==> run_1/wire_density.png <==
18 x 22 tiles, from black (low) to pale yellow (high), scaled to the fullest tile. Values are wire area over tile area, all layers added.
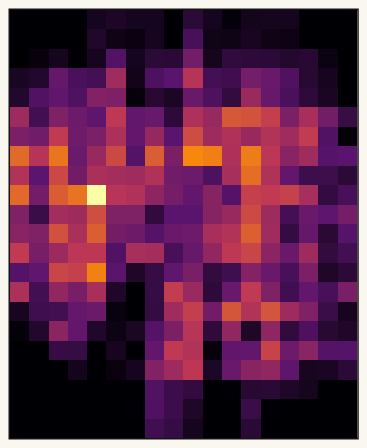
==> run_1/final_placement.png <==
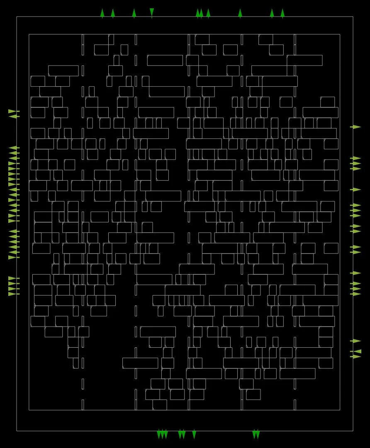
==> run_1/port_nets.png <==
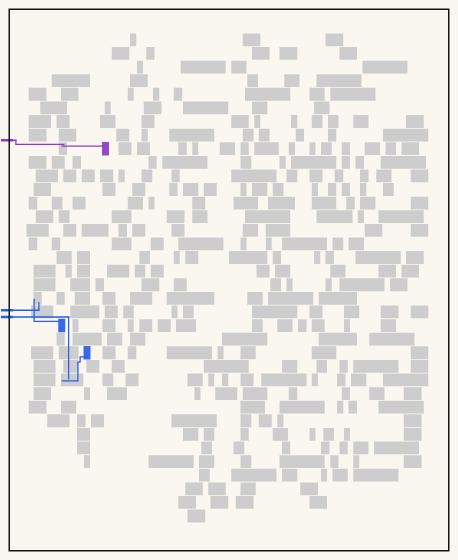
==> run_1/met3.png <==
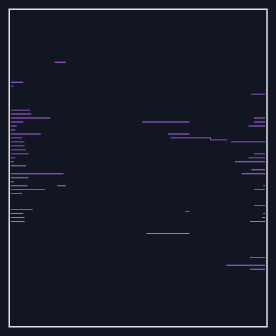
==> config.mk <==
export PLATFORM = sky130hd
export DESIGN_NAME = mc_controller
export DESIGN_NICKNAME = d
export VERILOG_FILES = /design/src/rtl/mc_controller.sv
export SDC_FILE = /design/constraint.sdc
export NUM_CORES = 1
export LEC_CHECK = 0
export ABC_AREA = 0
export CAP_MARGIN = 25
export CELL_PAD_IN_SITES_DETAIL_PLACEMENT = 1
export CELL_PAD_IN_SITES_GLOBAL_PLACEMENT = 2
export CORE_ASPECT_RATIO = 1.25
export CORE_MARGIN = 3
export CORE_UTILIZATION = 25
export CTS_CLUSTER_DIAMETER = 50
export DETAILED_ROUTE_END_ITERATION = 7
export PLACE_DENSITY = 0.69
export RECOVER_POWER = 25
export SKIP_CTS_REPAIR_TIMING = 1
export SYNTH_ARGS = -nofsm -noshare
export SYNTH_HDL_FRONTEND = slang
export SYNTH_SLANG_ARGS = --single-unit
==> constraint.sdc <==
create_clock -name clk -period 2.45 [get_ports clk]
set_input_delay 0.49 -clock clk [delete_from_list [all_inputs] [get_ports clk]]
set_output_delay 0.49 -clock clk [all_outputs]
set_load 0.01 [all_outputs]
==> impl_metrics.toml, run 1 <==
# yosys + openroad results
[synthesis]
postSynthRegisterBits = 35
synthSimpleGateAreaFrac = 0.322
yosys_cells = 222
synth-edff-count = 0
synthTopLogicFamily = "simple AND/OR/NAND/NOR gates"
synth_sequential_area_ratio = 0.421
netlist.top_cell.by_area = "dfrtp_1"
synthXorXnorAreaFrac = 0.131
post_synth_ao_oa_area_fraction = 0.0746

[power_and_ir_drop]
p_seq_mw = 0.653
clock_net_power_mw = 0.476
combinationalPowerShare = 0.213
static-leakage-power_nw = 1.59
total_power_per_unit_cell_area_nw_per_um2 = 443
power.sequential.fraction = 0.456
switchingPower_mw = 0.414
largestPowerGroup = "sequential cells"
design_power_total_mw = 1.43
switching_share = 0.289

[layout]
comb_area_um2 = 1220
seqCellArea_um2 = 876
clockNetworkAreaShare = 0.0309
layout.cell_area.non_filler_um2 = 3240
flow.area_growth_from_synthesis_pct = 55.7
num-multi-input-gates = 169
max_ffs_per_register = 32
dominant_cells = "combinational gates"

[critical_path]
setup.worst_path.class = "in2out"
worstRegToRegCells = 7
cp_num_cells = 8
slowest_stage = "clkdlybuf4s50_1"
crit_fanout = 3
timing.critical_path.arrival_ns = 1.93
critPathMaxStageDelay_ns = 0.42

[detailed_routing]
maxUsedRoutingLayer = "met4"
number_of_design_rule_violations_left_by_the_first_detailed_router_iteration = 50
m1WireLength_um = 2520
met2_length_um = 3610
drc = 0
first_pass_iters = 4

[timing]
final_period_minus_worst_setup_slack_ns = 2.42
timing.slew.headroom = 0.392
worst-slew-pin-transition_ns = 0.912
rsz0062_at_grt = "yes"
final-hold-violation-count = 0
max_clock_freq_mhz = 413
setup_viol = 0

[place]
gp_congestion = 0.815
place_worst_setup_slack_ns = -0.747

[global_routing]
antenna_violations_before_repair = 0
grt_pass1_vias = 2103
overflow = 0

[clocking]
clkSinkCount = 35
h-tree-depth = 2
cts_buffers = 5

[die]
die.size.y_um = 108
fp-utilization = 0.262
design.die.area_um2 = 9460

[hold_path]
whs_path_depth = 1

[run_status]
outcome = "complete, no violations"
-- wire_density.png (at the start) --
emptiest ninth of the die: south-west
mean over tiles: 0.11
tiles over half the peak: 10%
vias post-DR: 2039
all-layer global routing usage: 0.139
routed length per placed instance: 15.9 µm
final wirelength: 6550 µm

-- final_placement.png (at the start) --
tap cells: 95
total number of sequential cells: 35
Layout Cells excl Fill: 413
total core area: 7930 µm²

-- port_nets.png (at the start) --
| colour | port | bits | direction | edge | end cells | buffers | wire |
|---|---|---|---|---|---|---|---|
| blue | alu_ctl | 2 | output | west | 2 | 2 | 49.8 µm |
| purple | illegal | 1 | output | west | 1 | 1 | 19.9 µm |
count of port buffers added during placement: 62
I/O pins: 64

-- met3.png (at the start) --
longest straight run: 17.7 µm
share of all routed wire: 4.6%
nets with wire on the layer: 48
wire length on this layer: 299 µm
main direction: horizontal
M3 GR Usage: 0.0274

==> run_1/registers.png <==
Other cells in grey.
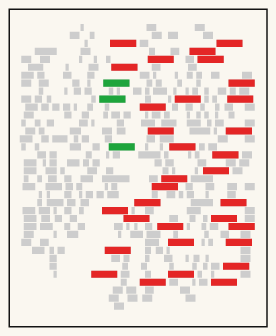

==> run 1 -> run 2 <==
GPL_TIMING_DRIVEN = 0   (was not set)
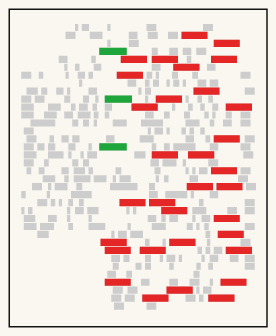
(run_2/registers.png)
Other cells in grey.
| colour | netlist name | flops |
|---|---|---|
| green | state_q | 3 |
| red | retired | 32 |
power dissipated in sequential cells: 0.660 mW
final standard cell utilization of the core: 0.372

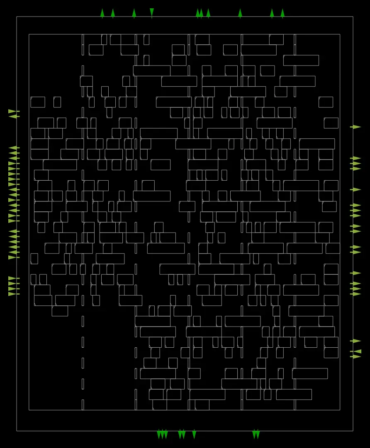
(run_2/final_placement.png)
sequential cell area share: 0.298
number of cell rows: 36
# fillers: 930
Layout Cells excl Fill: 381

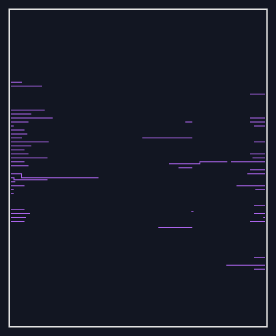
(run_2/met3.png)
nets with wire on the layer: 47
longest straight run: 26.2 µm
wire length on this layer: 339 µm
main direction: horizontal
share of all routed wire: 5.6%
final wirelength: 6050 µm
vias post-DR: 1884

==> run 2 against run 1 <==
  * Clock skew increased by 0.0039 ns
  * Worst hold slack worse by 0.0039 ns
  * Clock power decreased by 19%
  * Worst setup slack worse by 0.012 ns
  * Synthesized cell count unchanged
  * Fmax shrank 0.51%
  * Count of clock-buffer cells in the layout down 2
  * Die size did not move
  * Utilization fell by 3.6 points
  * Sequential cell count unchanged
  * Critical path type unchanged
  * Largest power group unchanged
==> impl_metrics.toml, run 2 <==
# yosys + openroad results
[run_status]
outcome = "complete, no violations"

[power_and_ir_drop]
largestPowerGroup = "sequential cells"
combinationalPowerShare = 0.198
design_power_total_mw = 1.31
ir_worst_vdd_v = 0.000208
switchingPower_mw = 0.378
clock_net_power_mw = 0.387
power.sequential.fraction = 0.506
switching_share = 0.290
static-leakage-power_nw = 1.41

[critical_path]
setup.worst_path.class = "in2out"
cp_num_cells = 6
worstRegToRegCells = 6
critPathMaxStageDelay_ns = 0.59
slowest_stage = "or4_4"
crit_fanout = 6
timing.critical_path.arrival_ns = 1.95

[clocking]
h-tree-depth = 2
cts_buffers = 5
clkSinkCount = 35

[global_routing]
antenna_violations_before_repair = 0
overflow = 0
grt_util_met3 = 0.0297
grt_pass1_vias = 2008
groute.usage.overall = 0.134

[timing]
setup_viol = 0
final-hold-violation-count = 0
worst-slew-pin-transition_ns = 0.758
rsz0062_at_grt = "yes"
max_clock_freq_mhz = 411
timing.slew.headroom = 0.494
final_period_minus_worst_setup_slack_ns = 2.44

[synthesis]
postSynthRegisterBits = 35
post_synth_ao_oa_area_fraction = 0.0746
synth-edff-count = 0
post-synth-top-area-fraction = 0.421
synthTopLogicFamily = "simple AND/OR/NAND/NOR gates"
synthXorXnorAreaFrac = 0.131
yosys_cells = 222

[layout]
seqCellArea_um2 = 880
clockNetworkAreaShare = 0.0246
comb_area_um2 = 1190
max_ffs_per_register = 32
layout.cell_area.non_filler_um2 = 2950
num-multi-input-gates = 168
n_sequential_cell = 35
dominant_cells = "combinational gates"
flow.area_growth_from_synthesis_pct = 41.9

[die]
die.size.y_um = 108
fp-utilization = 0.262
num_tap_cells = 95
boundaryPins = 64
design.die.area_um2 = 9460

[detailed_routing]
met2_length_um = 3100
post_drt_wl_per_cell_um = 15.9
post_route_antenna_net_violation_count = 0
first_pass_iters = 2
m1WireLength_um = 2540
number_of_design_rule_violations_left_by_the_first_detailed_router_iteration = 33

[hold_path]
whs_path_depth = 1

[place]
io_buffers = 60
place_worst_setup_slack_ns = -0.974
gp_congestion = 0.745
No activity file was given, so power comes from the tool's default toggle rates.
